Design ucdp_fifo_reader, sky130hd; sources not shown.
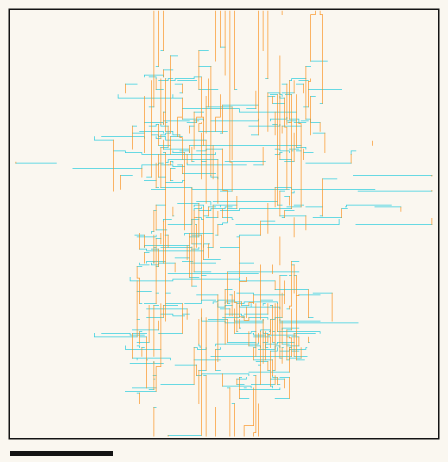
Figure 1: run 1, routed metal, one colour a layer.
Scale bar: 20 um. Two of the layers only.
M1: drawn in cyan, wire length 1260 um. M2: drawn in orange, wire length 1430 um.
DR WL/cell: 12.0 um
DRT Wirelength: 2760 um
total track usage: 8.43%
total number of vias: 1029

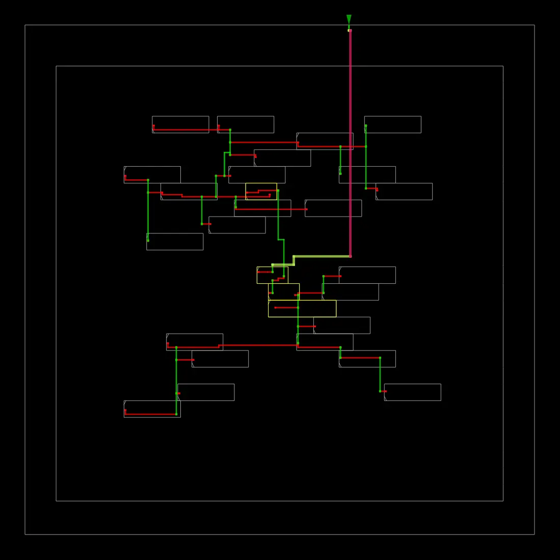
Figure 2: run 1, clock nets.
clock skew: 0.00957 ns
Clk. pwr: 222 uW
seq_cells: 24
clk_lat worst skew: 0.27 ns
CTS sink cnt: 24

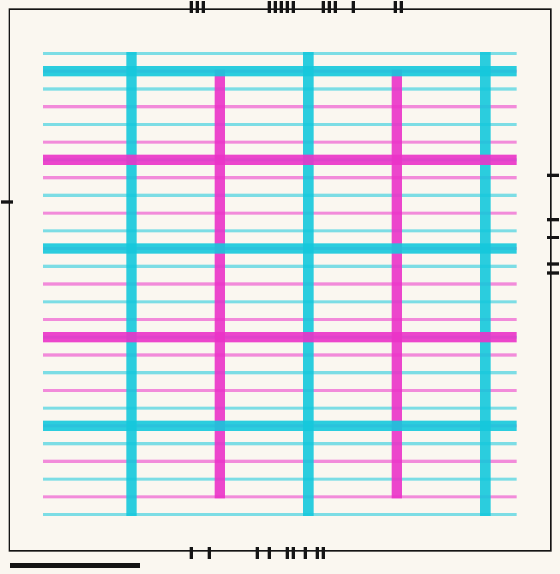
Figure 3: run 1, power grid.
Scale bar: 20 um. Pins as bars on the die edge.
VDD: drawn in magenta. VSS: drawn in cyan.
27 met1 rails follow the rows. 5 straps on met5. The core has 26 rows.
Die H: 82.8 um
Die Span X: 82.8 um
Max VDD drop: 190 uV
Core Area: 5140 um2

==> impl_metrics.env <==
# yosys + openroad results
export IMPL_syn_area_um2=1330
export IMPL_cp_cell_sequence="inv_1 -> ha_1 -> or3b_4 -> nor2_1 -> inv_1 -> ha_1 -> nor2_1 -> o21ai_0 -> nand2_1 -> o21ai_0 -> o221ai_2 -> mux2_4"
export IMPL_switching_share_pct=34.4
export IMPL_initial_core_util_pct=25.8
export IMPL_leakage_uw=0.000744
export IMPL_drt_iter0_drc=79
export IMPL_finalInstanceArea_um2=1770
export IMPL_yosys_area_um2=1330
export IMPL_cts_root_buf="clkbuf_8"
export IMPL_syn_to_final_growth_pct=33.4
export IMPL_postCtsSetupBuffers=0
export IMPL_synthTopCellsByArea="dfrtp_1 (45%), ha_1 (10%), mux2_2 (6.8%)"
export IMPL_crit_path_end_kind="flip-flop"
export IMPL_post_route_min_period_ns=2.85
export IMPL_cp_arrival_ns=3.00
export IMPL_synth_async_reset_ratio_pct=100
export IMPL_globalplace_congestion=0.801
export IMPL_p_per_area_nw_per_um2=723
export IMPL_critPathMaxFanout=5
export IMPL_portBuffers=28
export IMPL_ff_type="dfrtp_1"
export IMPL_slowest_stage="dfrtp_1"
export IMPL_rsz0062_at_grt="false"
export IMPL_numCtsBuffers=3
export IMPL_io_pins=29
export IMPL_cp_start_kind="flip-flop"
export IMPL_worstHoldPathCells=2
export IMPL_worstSetupPathType="flip-flop to flip-flop"
export IMPL_netSwitchingPower_uw=439
export IMPL_maxCapViolCount=0
export IMPL_dp_hpwl_um=2190
export IMPL_grt_max_degree=25
export IMPL_edf_count=0
export IMPL_antenna_cells=0
export IMPL_hold_class="flip-flop to flip-flop"
export IMPL_warning_count=33
export IMPL_crit_family="simple AND/OR/NAND/NOR gates"
export IMPL_clk_pin_slew_ns=0.09
export IMPL_cts_buffer_depth=2
export IMPL_ys_ff=24
export IMPL_drive_gt1_share_pct=12.5
export IMPL_pwr_share_comb_pct=46.9
export IMPL_synthesis_nets=156
export IMPL_synth_top_area_share_pct=45.3
export IMPL_postPlaceCellArea_um2=1690
export IMPL_fillers=555
export IMPL_dp_cells=225
export IMPL_cts_resized=0
export IMPL_final_hold_viol_count=0
export IMPL_top_power_group="combinational logic"
export IMPL_fin_cells=230
export IMPL_synth_cell_type_count=33
export IMPL_synth_cells=128
export IMPL_p_seq_share_pct=35.7
export IMPL_drtPass1Iterations=4
export IMPL_setup_viol_count_final=0
export IMPL_crit_buf_inv=2
export IMPL_fin_crit_sh_pct=75.1
export IMPL_yosys_cells=128
export IMPL_slew_headroom_pct=40.0
export IMPL_grt_pass1_wl_um=4840
export IMPL_finalMaxSlewViolations=0
export IMPL_cts_tree="yes"
export IMPL_antenna_found_initial=0
export IMPL_synth_area_leader_cell="dfrtp_1"
export IMPL_gr_total_overflow=0
export IMPL_yosys_warnings=0
export IMPL_detail_route_antenna_nets=0
export IMPL_p_int_uw=839
export IMPL_required_ns=3.95
export IMPL_h_tree_depth=1
export IMPL_outcome="complete, no violations"
export IMPL_cts_hold_buf=0
export IMPL_yosysMostFrequentCell="dfrtp_1"
export IMPL_rr_worst_depth=12
export IMPL_fmax_ghz=0.350
export IMPL_tightestPinTransition_ns=0.899
export IMPL_tns_ns=0
export IMPL_vias_per_cell=4.47
export IMPL_critPathMaxStageDelay_ns=0.42
export IMPL_powerSeq_uw=456
export IMPL_synth_avg_cell_area_um2=10.4
export IMPL_die_area_um2=6860
export IMPL_rrSetupSlack_ns=0.95
export IMPL_pg_comb_uw=600
export IMPL_fin_nets=189
export IMPL_synth_seq_share_pct=45.3
export IMPL_finalCoreUtilization_pct=34.4
export IMPL_fin_hold_ws_ns=0.486
export IMPL_num_rows=26
export IMPL_grt_pass1_vias=1056
export IMPL_top_cells_by_count="dfrtp_1 (24), nand2_1 (15), inv_1 (14)"
export IMPL_clkPwrFrac_pct=17.4
export IMPL_path_depth=12
export IMPL_drcViolationCount=0
-- run 1: final cells by class --
type	instances	area [um2]	share of cell area, %
inverters	14	52.6	2.97
clock inverters	1	30.0	1.70
clock buffers	3	41.3	2.33
repair buffers	29	288	16.3
multi-input cells	89	669	37.8
flip-flops and latches	24	601	33.9
well taps	70	87.6	4.95
-- run 1: logic make-up after synthesis --
logic type      share of synthesized area (%)
simple gates                             14.8
compound gates                           15.9
flops                                    45.3
buf+inv                                  4.24
mux                                      9.43
fa+ha+maj                                10.4
-- run 1: through the flow --
step           power [uW]  setup WS (ns)
5_1_grt              1390          0.664
6_report             1280          0.946
4_1_cts              1290          0.925
3_3_place_gp         1050          0.933
2_1_floorplan         843           1.11
3_5_place_dp         1060          0.873
-- run 1: worst min-delay path: cells and delay by family (launching register included) --
| kind | cells | cell delay, ns |
|---|---|---|
| AND-OR/OR-AND | 1 | 0.06 |
| flip-flops | 1 | 0.35 |
| AND/OR/NAND/NOR | 1 | 0.05 |
-- run 1: cells in the final DEF (no fill, tap or decap), drive strengths merged --
cell	count
o21a	1
mux2	9
clkbuf	3
a22oi	8
buf	1
o22a	1
o221ai	1
o211ai	1
mux2i	2
nor2	5
nor3	1
a21oi	4
and3	1
o21ai	12
inv	14
ha	11
clkdlybuf4s50	28
dfrtp	24
nor2b	1
nor3b	2
o31a	1
bufinv	1
nor4	3
a31oi	1
nand4b	1
o32ai	1
or3	2
o31ai	1
or2	1
or3b	2
nand3	1
nand2	15
-- run 1: metal layers --
| layer | wire length [um] | share of wire [%] | GRT usage (%) |
|---|---|---|---|
| met1 | 1260 | 46 | 10.6 |
| met2 | 1430 | 52 | 14.5 |
| met3 | 35 | 1.3 | 1.09 |
| met4 | 36 | 1.3 | 3.57 |
| met5 | 0 | 0 | 0 |
No activity file was given, so power comes from the tool's default toggle rates.
